$ cat config.mk
export PLATFORM = sky130hd
export DESIGN_NAME = framebuffer_ctrl
export DESIGN_NICKNAME = d
export VERILOG_FILES = /design/src/rtl/framebuffer_ctrl_pkg.sv /design/src/rtl/framebuffer_ctrl_clear_engine.sv /design/src/rtl/framebuffer_ctrl.sv
export SDC_FILE = /design/constraint.sdc
export NUM_CORES = 1
export LEC_CHECK = 0
export CORE_MARGIN = 5
export CORE_UTILIZATION = 30
export CTS_CLUSTER_DIAMETER = 80
export DETAILED_ROUTE_END_ITERATION = 12
export SLEW_MARGIN = 20
export SYNTH_ARGS = -nofsm -noshare
export SYNTH_HDL_FRONTEND = slang
export SYNTH_HIERARCHICAL = 1
export SYNTH_SLANG_ARGS = --single-unit
export TNS_END_PERCENT = 20
$ cat constraint.sdc
create_clock -name clk -period 1.8 [get_ports clk]
set_input_delay 0.36 -clock clk [delete_from_list [all_inputs] [get_ports clk]]
set_output_delay 0.36 -clock clk [all_outputs]
set_load 0.01 [all_outputs]
$ cat src/rtl/framebuffer_ctrl_pkg.sv
// Shared types and default geometry for the double-buffered framebuffer controller.
package framebuffer_ctrl_pkg;

  localparam int FB_FRAME_WIDTH        = 512;
  localparam int FB_FRAME_HEIGHT       = 384;
  localparam int FB_COLOR_WIDTH        = 12;
  localparam int FB_PADDED_COLOR_WIDTH = 16;
  localparam int FB_COORD_BITS         = 16;
  localparam int FB_SCALE_SHIFT        = 1;
  localparam int FB_ADDR_BITS          = 19;

  typedef enum logic [1:0] {
    FB_ACTIVE    = 2'd0,
    FB_CLEAR     = 2'd1,
    FB_SWAP_WAIT = 2'd2
  } FbState;

  typedef logic [FB_ADDR_BITS-1:0] FbAddr;

endpackage

$ cat src/rtl/framebuffer_ctrl_clear_engine.sv
// Sweeps every pixel of one buffer, issuing one write request per cycle.
module fb_clear_engine
  import framebuffer_ctrl_pkg::*;
#(
  parameter int NUM_PIX   = FB_FRAME_WIDTH * FB_FRAME_HEIGHT,
  parameter int PIX_BITS  = $clog2(NUM_PIX),
  parameter int ADDR_BITS = FB_ADDR_BITS
) (
  input  logic                 clk,
  input  logic                 rst_n,
  input  logic                 start_i,
  input  logic                 base_i,
  output logic                 we_o,
  output logic [ADDR_BITS-1:0] addr_o,
  output logic                 done_o
);

  localparam logic [PIX_BITS-1:0] LAST_PIX = PIX_BITS'(NUM_PIX - 1);

  logic                running_q;
  logic [PIX_BITS-1:0] cnt_q;

  always_ff @(posedge clk or negedge rst_n) begin
    if (!rst_n) begin
      running_q <= 1'b0;
      cnt_q     <= '0;
    end else if (start_i) begin
      running_q <= 1'b1;
      cnt_q     <= '0;
    end else if (running_q) begin
      if (cnt_q == LAST_PIX) begin
        running_q <= 1'b0;
        cnt_q     <= '0;
      end else begin
        cnt_q <= cnt_q + 1'b1;
      end
    end
  end

  assign we_o   = running_q;
  assign addr_o = (ADDR_BITS'(base_i) << PIX_BITS) | ADDR_BITS'(cnt_q);
  assign done_o = running_q && (cnt_q == LAST_PIX);

endmodule

$ cat src/rtl/framebuffer_ctrl.sv
// Double-buffered framebuffer controller: renderer writes and hardware clear on BRAM port A,
// upscaled display reads on port B, buffer swap aligned to vsync.
module framebuffer_ctrl
  import framebuffer_ctrl_pkg::*;
#(
  parameter int FRAME_WIDTH        = FB_FRAME_WIDTH,
  parameter int FRAME_HEIGHT       = FB_FRAME_HEIGHT,
  parameter int COLOR_WIDTH        = FB_COLOR_WIDTH,
  parameter int PADDED_COLOR_WIDTH = FB_PADDED_COLOR_WIDTH,
  parameter int COORD_BITS         = FB_COORD_BITS,
  parameter int SCALE_SHIFT        = FB_SCALE_SHIFT,
  parameter int ADDR_BITS          = FB_ADDR_BITS
) (
  input  logic                          clk,
  input  logic                          rst_n,
  input  logic                          wr_valid,
  output logic                          wr_ready,
  input  logic [COORD_BITS-1:0]         wr_x,
  input  logic [COORD_BITS-1:0]         wr_y,
  input  logic [PADDED_COLOR_WIDTH-1:0] wr_pixel,
  input  logic                          frame_done,
  input  logic                          clear_req,
  input  logic [COLOR_WIDTH-1:0]        clear_color,
  input  logic [COORD_BITS-1:0]         disp_hcount,
  input  logic [COORD_BITS-1:0]         disp_vcount,
  input  logic                          disp_blank,
  input  logic                          disp_vsync,
  output logic [COLOR_WIDTH-1:0]        disp_pixel,
  output logic                          bram_a_we,
  output logic [ADDR_BITS-1:0]          bram_a_addr,
  output logic [PADDED_COLOR_WIDTH-1:0] bram_a_din,
  output logic [ADDR_BITS-1:0]          bram_b_addr,
  input  logic [PADDED_COLOR_WIDTH-1:0] bram_b_dout,
  output logic                          front_buf,
  output logic                          busy,
  output logic [15:0]                   drop_count
);

  localparam int NUM_PIX  = FRAME_WIDTH * FRAME_HEIGHT;
  localparam int WSHIFT   = $clog2(FRAME_WIDTH);
  localparam int PIX_BITS = $clog2(NUM_PIX);
  localparam logic [COORD_BITS-1:0] W_C = COORD_BITS'(FRAME_WIDTH);
  localparam logic [COORD_BITS-1:0] H_C = COORD_BITS'(FRAME_HEIGHT);

  // Buffer select sits just above the pixel index; the row offset is a shift.
  function automatic logic [ADDR_BITS-1:0] pix_addr(input logic sel,
                                                    input logic [COORD_BITS-1:0] x,
                                                    input logic [COORD_BITS-1:0] y);
    return (ADDR_BITS'(sel) << PIX_BITS) | ((ADDR_BITS'(y) << WSHIFT) + ADDR_BITS'(x));
  endfunction

  FbState                        state_q, state_d;
  logic                          front_buf_q, front_buf_d;
  logic                          swap_pend_q, swap_pend_d;
  logic                          wr_ready_q;
  logic                          vsync_q;
  logic [COLOR_WIDTH-1:0]        clr_color_q;
  logic                          a_we_q, a_we_d;
  logic [ADDR_BITS-1:0]          a_addr_q, a_addr_d;
  logic [PADDED_COLOR_WIDTH-1:0] a_din_q, a_din_d;
  logic [15:0]                   drop_q, drop_d;
  logic [ADDR_BITS-1:0]          b_addr_q;
  logic                          blank_q1, blank_q2, oob_q1, oob_q2;

  logic                          clr_start, clr_we, clr_done;
  logic [ADDR_BITS-1:0]          clr_addr;
  logic                          handshake, in_range, vsync_rise;
  logic [COORD_BITS-1:0]         sx, sy;
  logic [PADDED_COLOR_WIDTH-COLOR_WIDTH-1:0] dout_unused;

  assign handshake  = wr_valid && wr_ready_q;
  assign in_range   = (wr_x < W_C) && (wr_y < H_C);
  assign vsync_rise = disp_vsync && !vsync_q;

  fb_clear_engine #(
    .NUM_PIX   (NUM_PIX),
    .PIX_BITS  (PIX_BITS),
    .ADDR_BITS (ADDR_BITS)
  ) u_clear (
    .clk     (clk),
    .rst_n   (rst_n),
    .start_i (clr_start),
    .base_i  (~front_buf_q),
    .we_o    (clr_we),
    .addr_o  (clr_addr),
    .done_o  (clr_done)
  );

  // NOTE: every always_comb output gets a default first, so no path can infer a latch.
  always_comb begin
    state_d     = state_q;
    front_buf_d = front_buf_q;
    swap_pend_d = swap_pend_q;
    clr_start   = 1'b0;
    case (state_q)
      FB_ACTIVE: begin
        if (clear_req) begin
          state_d     = FB_CLEAR;
          clr_start   = 1'b1;
          swap_pend_d = frame_done;
        end else if (frame_done) begin
          state_d     = FB_SWAP_WAIT;
          swap_pend_d = 1'b1;
        end
      end
      FB_CLEAR: begin
        if (frame_done) swap_pend_d = 1'b1;
        if (clr_done) state_d = (swap_pend_q || frame_done) ? FB_SWAP_WAIT : FB_ACTIVE;
      end
      FB_SWAP_WAIT: begin
        if (vsync_rise && !frame_done) begin
          front_buf_d = ~front_buf_q;
          swap_pend_d = 1'b0;
          state_d     = FB_ACTIVE;
        end
      end
      default: state_d = FB_ACTIVE;
    endcase
  end

  // Renderer and clear never collide: clear requests start the cycle after wr_ready drops.
  always_comb begin
    a_we_d   = 1'b0;
    a_addr_d = a_addr_q;
    a_din_d  = a_din_q;
    drop_d   = drop_q;
    if (handshake && in_range) begin
      a_we_d   = 1'b1;
      a_addr_d = pix_addr(~front_buf_q, wr_x, wr_y);
      a_din_d  = wr_pixel;
    end else if (clr_we) begin
      a_we_d   = 1'b1;
      a_addr_d = clr_addr;
      a_din_d  = PADDED_COLOR_WIDTH'(clr_color_q);
    end
    if (handshake && !in_range && drop_q != 16'hFFFF) drop_d = drop_q + 16'd1;
  end

  assign sx = disp_hcount >> SCALE_SHIFT;
  assign sy = disp_vcount >> SCALE_SHIFT;

  // NOTE: state uses non-blocking assignments so every register samples pre-edge values.
  // NOTE: only control state is reset; the BRAM contents deliberately survive reset.
  always_ff @(posedge clk or negedge rst_n) begin
    if (!rst_n) begin
      state_q     <= FB_ACTIVE;
      front_buf_q <= 1'b0;
      swap_pend_q <= 1'b0;
      wr_ready_q  <= 1'b1;
      vsync_q     <= 1'b0;
      clr_color_q <= '0;
      a_we_q      <= 1'b0;
      a_addr_q    <= '0;
      a_din_q     <= '0;
      drop_q      <= '0;
      b_addr_q    <= '0;
      blank_q1    <= 1'b1;
      blank_q2    <= 1'b1;
      oob_q1      <= 1'b0;
      oob_q2      <= 1'b0;
    end else begin
      state_q     <= state_d;
      front_buf_q <= front_buf_d;
      swap_pend_q <= swap_pend_d;
      wr_ready_q  <= (state_d == FB_ACTIVE);
      vsync_q     <= disp_vsync;
      if (clr_start) clr_color_q <= clear_color;
      a_we_q      <= a_we_d;
      a_addr_q    <= a_addr_d;
      a_din_q     <= a_din_d;
      drop_q      <= drop_d;
      b_addr_q    <= pix_addr(front_buf_q, sx, sy);
      blank_q1    <= disp_blank;
      blank_q2    <= blank_q1;
      oob_q1      <= (sx >= W_C) || (sy >= H_C);
      oob_q2      <= oob_q1;
    end
  end

  assign dout_unused = bram_b_dout[PADDED_COLOR_WIDTH-1:COLOR_WIDTH];
  assign disp_pixel  = (blank_q2 || oob_q2) ? '0 : bram_b_dout[COLOR_WIDTH-1:0];

  assign wr_ready    = wr_ready_q;
  assign busy        = (state_q == FB_CLEAR) || (state_q == FB_SWAP_WAIT);
  assign front_buf   = front_buf_q;
  assign drop_count  = drop_q;
  assign bram_a_we   = a_we_q;
  assign bram_a_addr = a_addr_q;
  assign bram_a_din  = a_din_q;
  assign bram_b_addr = b_addr_q;

endmodule

**Run 1: power grid**

Drawn at 2 px/um. Pins as bars on the die edge.
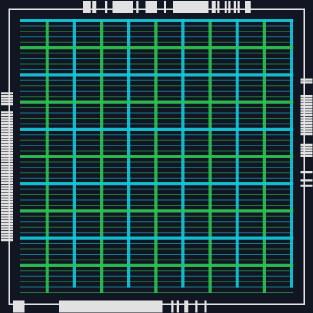
| colour | net |
|---|---|
| cyan | VDD |
| green | VSS |
rows: 50
met5 straps: 10
met1 rails: 51
signal pins: 201

**Run 1: cell classes on the final placement**

Drawn at 2 px/um. Fill, decap, tap and diode cells in grey.
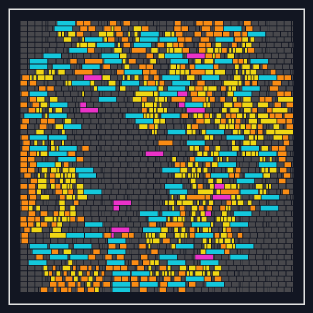
| colour | class | cells | share of their area |
|---|---|---|---|
| magenta | clock drivers and dummy loads | 16 | 3.3% |
| orange | remaining buffers and delay cells | 287 | 32% |
| cyan | sequential cells | 112 | 32% |
| yellow | remaining logic cells | 397 | 33% |

**Run 1: clock distribution**

Drawn at 4 px/um.
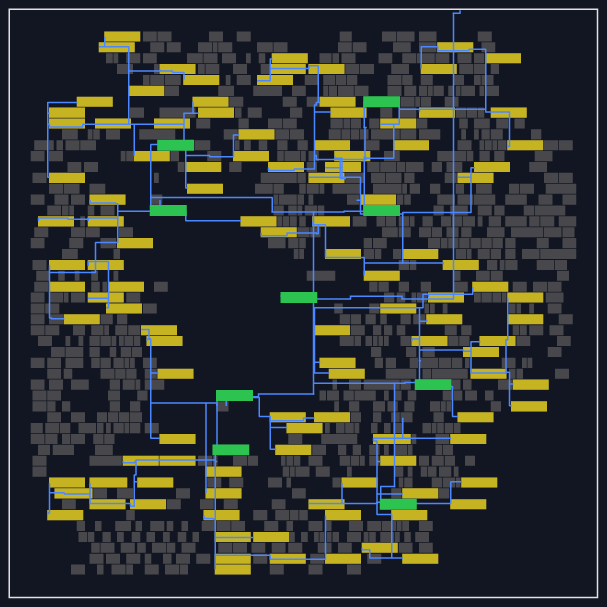
[blue] clock wires | length: 1,570 um
[green] clock-net drivers | count: 9
[yellow] flip-flops | count: 112
routed clock nets: 10

==> summary.txt, run 1 <==
Outcome - complete, no violations
DR top layer - met4
Slew margin rel. - 0.749
Basic Gates by Area - 0.178
Met1 WL - 7250 um
Mux area share - 0.0783
Net count after synthesis - 665
Sw Pwr - 2.77 mW
Top cells by area - dfrtp_1 49%, mux2i_1 4.8%, ha_1 4.2%
Synth area leader - dfrtp_1
CTS root buf - clkbuf_16
Fraction of cell area in non-clock buffers - 0.307
Critical path's top delay family - buffers and inverters
Min Hold Slack - 0.354 ns
Worst reg2reg setup slack - 0.11 ns
Instance count on the critical path - 2
Main logic family after synthesis - simple AND/OR/NAND/NOR gates
Max Cap Viol - 0
Dpl cells - 1,016
Inverters - 10
Flops after synth - 112
CP Capture Type - output pin
Crit path DAT - 1.39 ns
Xor/xnor share - 0.0469
Fmax - 0.571 GHz
Post-Synth AOI/OAI Area - 0.119
Endpoints failing setup - 0
H-tree depth - 3
Crit path required time - 1.44 ns
Max-area cell share - 0.487
Crit Path Class - flop to output pin
Post-Syn Instances - 529
Flop area - 2810 um^2
PortBufs - 194
Syn avg cell area - 10.6 um^2
Sw Ratio - 0.317
HP Start - oob_q1
Synth-to-layout area growth - 60.9%
#MultiIn Comb - 387
Flops - 112
Power after layout - 8.75 mW
Post-synthesis cell area - 5610 um^2
Post-route ant nets - 0
RR Startpoint - u_clear/cnt_q[0]
WHS Endpoint - oob_q2
Number of enable flip-flop cells - 0
WL final - 17,100 um
Most instantiated cells after synthesis - 109 x dfrtp_1, 54 x nand2_1, 35 x o21ai_1, 29 x nor2_1, 27 x mux2i_1
Hold crit path type - flop to flop
DRC - 0
CTS tree - yes
Final instance area - 9020 um^2
Clock Path Buffers - 2
Leak - 4.04 nW
Worst R2R End - u_clear/cnt_q[14]
Row count - 50
Routability cong. - 0.837
Yosys Warn Count - 6
YS chip area - 5610 um^2
Global Route Usage Sum - 0.152
Final worst path period share - 0.973
Final layout net count - 943
Int Power - 5.98 mW
Yosys cell count - 529
Max VDD drop - 0.000495 V
Pin count of the biggest net entering global routing - 63
GR Util met2 - 0.262
DR WL met2 - 8750 um
Final Hold Fails - 0
Dpl ws - -0.493 ns
Chip Area - 21,500 um^2
CTS sink count - 112
ANT cells - 0
Fin crit period - 1.75 ns
DR vias - 5,091
Worst Max-Slew Pin Slew - 0.377 ns
Drt wl/cell - 16.4 um
GR peak layer - met2
Clk tree area frac - 0.0323
GR Util met3 - 0.0376
Vias per inst - 4.87
Final worst slack - 0.0479 ns
Area-dominant class - multi-input combinational cells
run 1: state kept, by name (all words and copies together) (netlist names), 2 cells and up:
signal         cells
bram_b_addr       19
u_clear/cnt_q     18
drop_count        16
clr_color_q       12
state_q            2
bram_a_addr       19
bram_a_din        16
run 1: power by group through the flow:
stage | Sequential (mW) | Clock [mW] | Combinational, mW
floorplan | 3.70 | 0 | 1.22
global placement | 3.53 | 0 | 3.10
detailed placement | 3.55 | 0 | 3.17
CTS | 3.52 | 2.08 | 3.18
global route | 3.60 | 2.17 | 3.52
finish | 3.51 | 2.01 | 3.23
run 1: timing repair:
action                     4_1_cts  5_1_grt
gates cloned                     1        5
buffers inserted                 0        7
pin swaps                       11       14
setup endpoints to repair       61       62
hold endpoints to repair        21        0
resized                         44       45
hold buffers                     1        0
**Run 1: placement view**

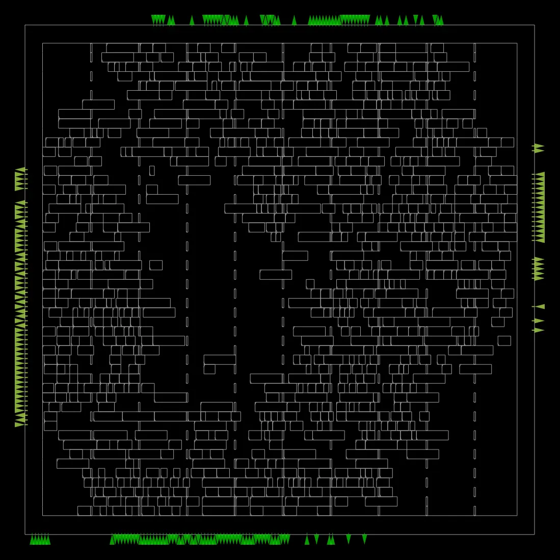

==> run 2, diff against run 1 <==
CAP_MARGIN = 25   (was unset)
CORE_UTILIZATION = 41   (was 30)
PLACE_DENSITY = 0.77   (was unset)
**Run 2: placement view**

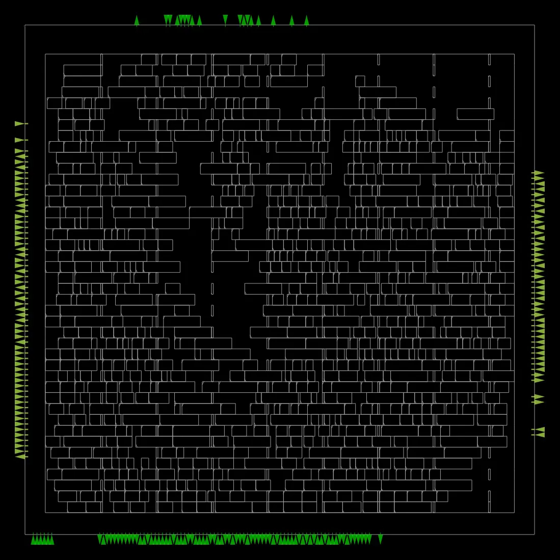
Core Area: 13,300 um^2
final cell utilization of the core: 0.674
row count: 42
Fill cells: 1,019
TAP cells: 176

==> run 2 against run 1 <==
  * Area after synthesis unchanged
  * Flip-flop count unchanged
  * Worst setup slack worse by 0.0055 ns
  * Non-clock buffer count up 6
  * Design area down 0.28%
  * Clock skew down 0.0083 ns
  * Global-route usage up 6.0 points
  * Power up 0.78%
  * Register-to-register slack worse by 0.07 ns
  * Clock power about the same
  * Cell count down 5.0%
  * Clock-buffer cell count up 1
  * Critical path type is now flop to flop
  * Critical endpoint is now drop_count[1]
==> summary.txt, run 2 <==
Routability cong. - 0.906
Synth-to-layout area growth - 60.5%
Area-dominant class - multi-input combinational cells
Worst reg2reg setup slack - 0.04 ns
Final worst slack - 0.0424 ns
CTS tree - yes
Dpl ws - -0.617 ns
Max-area cell share - 0.487
YS chip area - 5610 um^2
Comb. pwr - 3.33 mW
CTS sink count - 112
Max Cap Viol - 0
Most instantiated cells after synthesis - 109 x dfrtp_1, 54 x nand2_1, 35 x o21ai_1, 29 x nor2_1, 27 x mux2i_1
Final worst path period share - 0.976
WL final - 17,200 um
DR top layer - met4
DR WL met2 - 8480 um
PortBufs - 194
Yosys cell count - 529
Vias per inst - 5.29
CTS Hold Bufs - 0
Final Hold Fails - 0
Synth area leader - dfrtp_1
Fmax - 0.569 GHz
Clock Path Buffers - 2
Pin count of the biggest net entering global routing - 58
Chip Area - 16,100 um^2
DRC - 0
Syn avg cell area - 10.6 um^2
P_seq - 3.48 mW
Post-synthesis cell area - 5610 um^2
CP Capture Type - flop
Net count after synthesis - 665
Yosys Warn Count - 6
Critical path's top delay family - flip-flops
Flops - 112
Number of enable flip-flop cells - 0
RR Startpoint - drop_count[0]
Worst Max-Slew Pin Slew - 0.467 ns
CTS root buf - clkbuf_16
Slew margin rel. - 0.688
Outcome - complete, no violations
Leak - 4.10 nW
Int Power - 6.09 mW
Sw Pwr - 2.73 mW
Crit Path Class - flop to flop
Dpl cells - 964
## run 2: worst max path at each step
stage / startpoint / to / slack, ns / cells past startpoint
final: drop_count[0] / drop_count[1] / 0.04 / 5
after global routing: drop_count[0] / drop_count[5] / -0.04 / 6
after CTS: disp_hcount[10] / bram_b_addr[17] / -0.1 / 8
after detailed placement: wr_x[13] / drop_count[15] / -0.62 / 7
after global placement: wr_x[12] / drop_count[15] / -0.56 / 7
after floorplan: state_q[0] / u_clear/cnt_q[0] / -0.009 / 8
## run 2: timing repair
item,4_1_cts,5_1_grt
pin swaps,13,17
resized,46,34
hold endpoints to repair,0,0
cloned,2,3
setup buffers,2,8
endpoints found under the setup margin,69,51
**Run 2: power grid**

Drawn at 3 px/um. Pins as bars on the die edge.
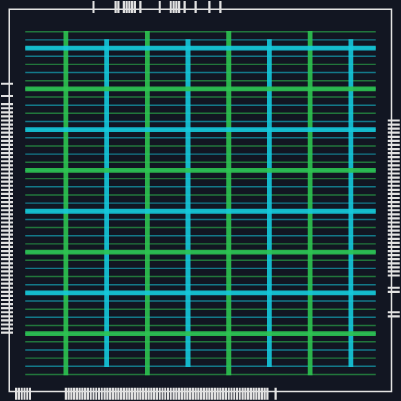

==> run 3, diff against run 2 <==
CORE_ASPECT_RATIO = 1.4   (was unset)
PLACE_DENSITY = 0.79   (was 0.77)
**Run 3: power grid**

Drawn at 2 px/um. Pins as bars on the die edge.
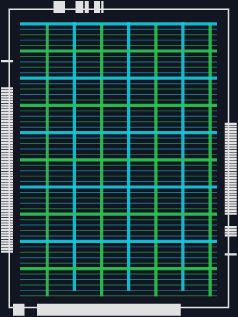
| colour | net |
|---|---|
| cyan | VDD |
| green | VSS |
met4 straps: 7
rows: 50

==> run 3 against run 2 <==
  * Clock-buffer cell count down 4
  * Sequential power rose by 1%
  * Flip-flop count unchanged
  * Design area is 0.53% lower
  * First-iteration DRC count down 52%
  * Power is 0.27% higher
  * Register-to-register slack improved by 0.02 ns
  * Core utilization down 0.56 points
  * Highest routed layer unchanged
  * Clock skew rose by 0.0056 ns
  * Die area is 0.21% higher
  * Critical path depth shrank 3
  * Non-clock buffer count shrank 3
==> summary.txt, run 3 <==
Outcome - complete, no violations
DRC - 0
Drt wl/cell - 17.4 um
Final worst path period share - 0.980
Most instantiated cells after synthesis - 109 x dfrtp_1, 54 x nand2_1, 35 x o21ai_1, 29 x nor2_1, 27 x mux2i_1
Routability cong. - 0.885
Crit path required time - 1.44 ns
Final instance area - 8950 um^2
Yosys cell count - 529
Final layout net count - 945
Fmax - 0.567 GHz
Final worst slack - 0.0365 ns
Net count after synthesis - 665
Chip Area - 16,100 um^2
Pin count of the biggest net entering global routing - 37
CTS tree - yes
PortBufs - 194
Xor/xnor share - 0.0469
Row count - 50
Power after layout - 8.84 mW
DR vias - 5,290
Post-Syn Instances - 529
H-tree depth - 3
DR WL met2 - 9320 um
#MultiIn Comb - 386
Crit path DAT - 1.40 ns
Vias per inst - 5.31
Min Hold Slack - 0.310 ns
Dpl cells - 974
GR Util met2 - 0.397
Final cell utilization of the core - 0.668
Max VDD drop - 0.000850 V
Leak - 4.04 nW
CTS sink count - 112
Main logic family after synthesis - simple AND/OR/NAND/NOR gates
Fraction of cell area in non-clock buffers - 0.310
Max Cap Viol - 0
Flops after synth - 112
Top cells by area - dfrtp_1 49%, mux2i_1 4.8%, ha_1 4.2%
Setup bufs post-CTS - 2
Met1 WL - 6290 um
Clk tree area frac - 0.0338
CTS root buf - clkbuf_16
GR Util met3 - 0.0486
Yosys Warn Count - 6
[run 3: worst paths after layout]
path	depth (start not counted)	slack (ns)	endpoint	from
min	2	0.31	bram_b_addr[9]	disp_vcount[1]
min reg2reg	0	0.36	oob_q2	oob_q1
min in group asynchronous	2	0.51	bram_a_addr[4]	rst_n
max	2	0.04	drop_count[12]	drop_count[12]
max reg2reg	6	0.06	drop_count[3]	drop_count[8]
max in group asynchronous	3	0.68	u_clear/cnt_q[2]	rst_n
[run 3: logic make-up after synthesis]
logic type	Yosys count
buffers and inverters	31
XOR/XNOR	30
AND/OR/NAND/NOR	187
adder cells (fa/ha/maj)	21
flip-flops	112
multiplexers	42
AND-OR/OR-AND	106
[run 3: power by group]
group          internal (mW)  switching [mW]
combinational           1.85            1.47
sequential              3.12           0.394
clock                  0.988            1.03

==> screenshots <==
Signal wires by layer.
Drawn at 2 px/um. Only two layers are drawn.
Plate I
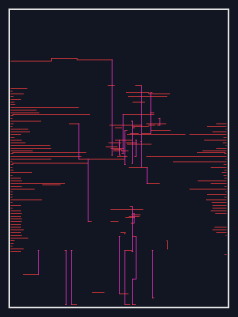
Plate II
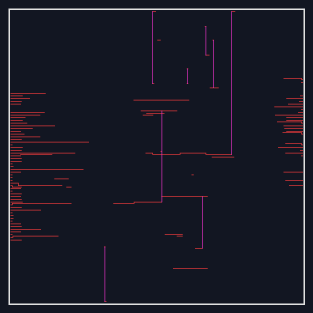
Run 3 is Plate I.
Run 1 is Plate II.
The one with the largest die is Plate II.

Key to Plate II:
| colour | layer | wire length |
|---|---|---|
| magenta | M4 | 252 um |
| red | M3 | 892 um |

No activity file was given, so power comes from the tool's default toggle rates.
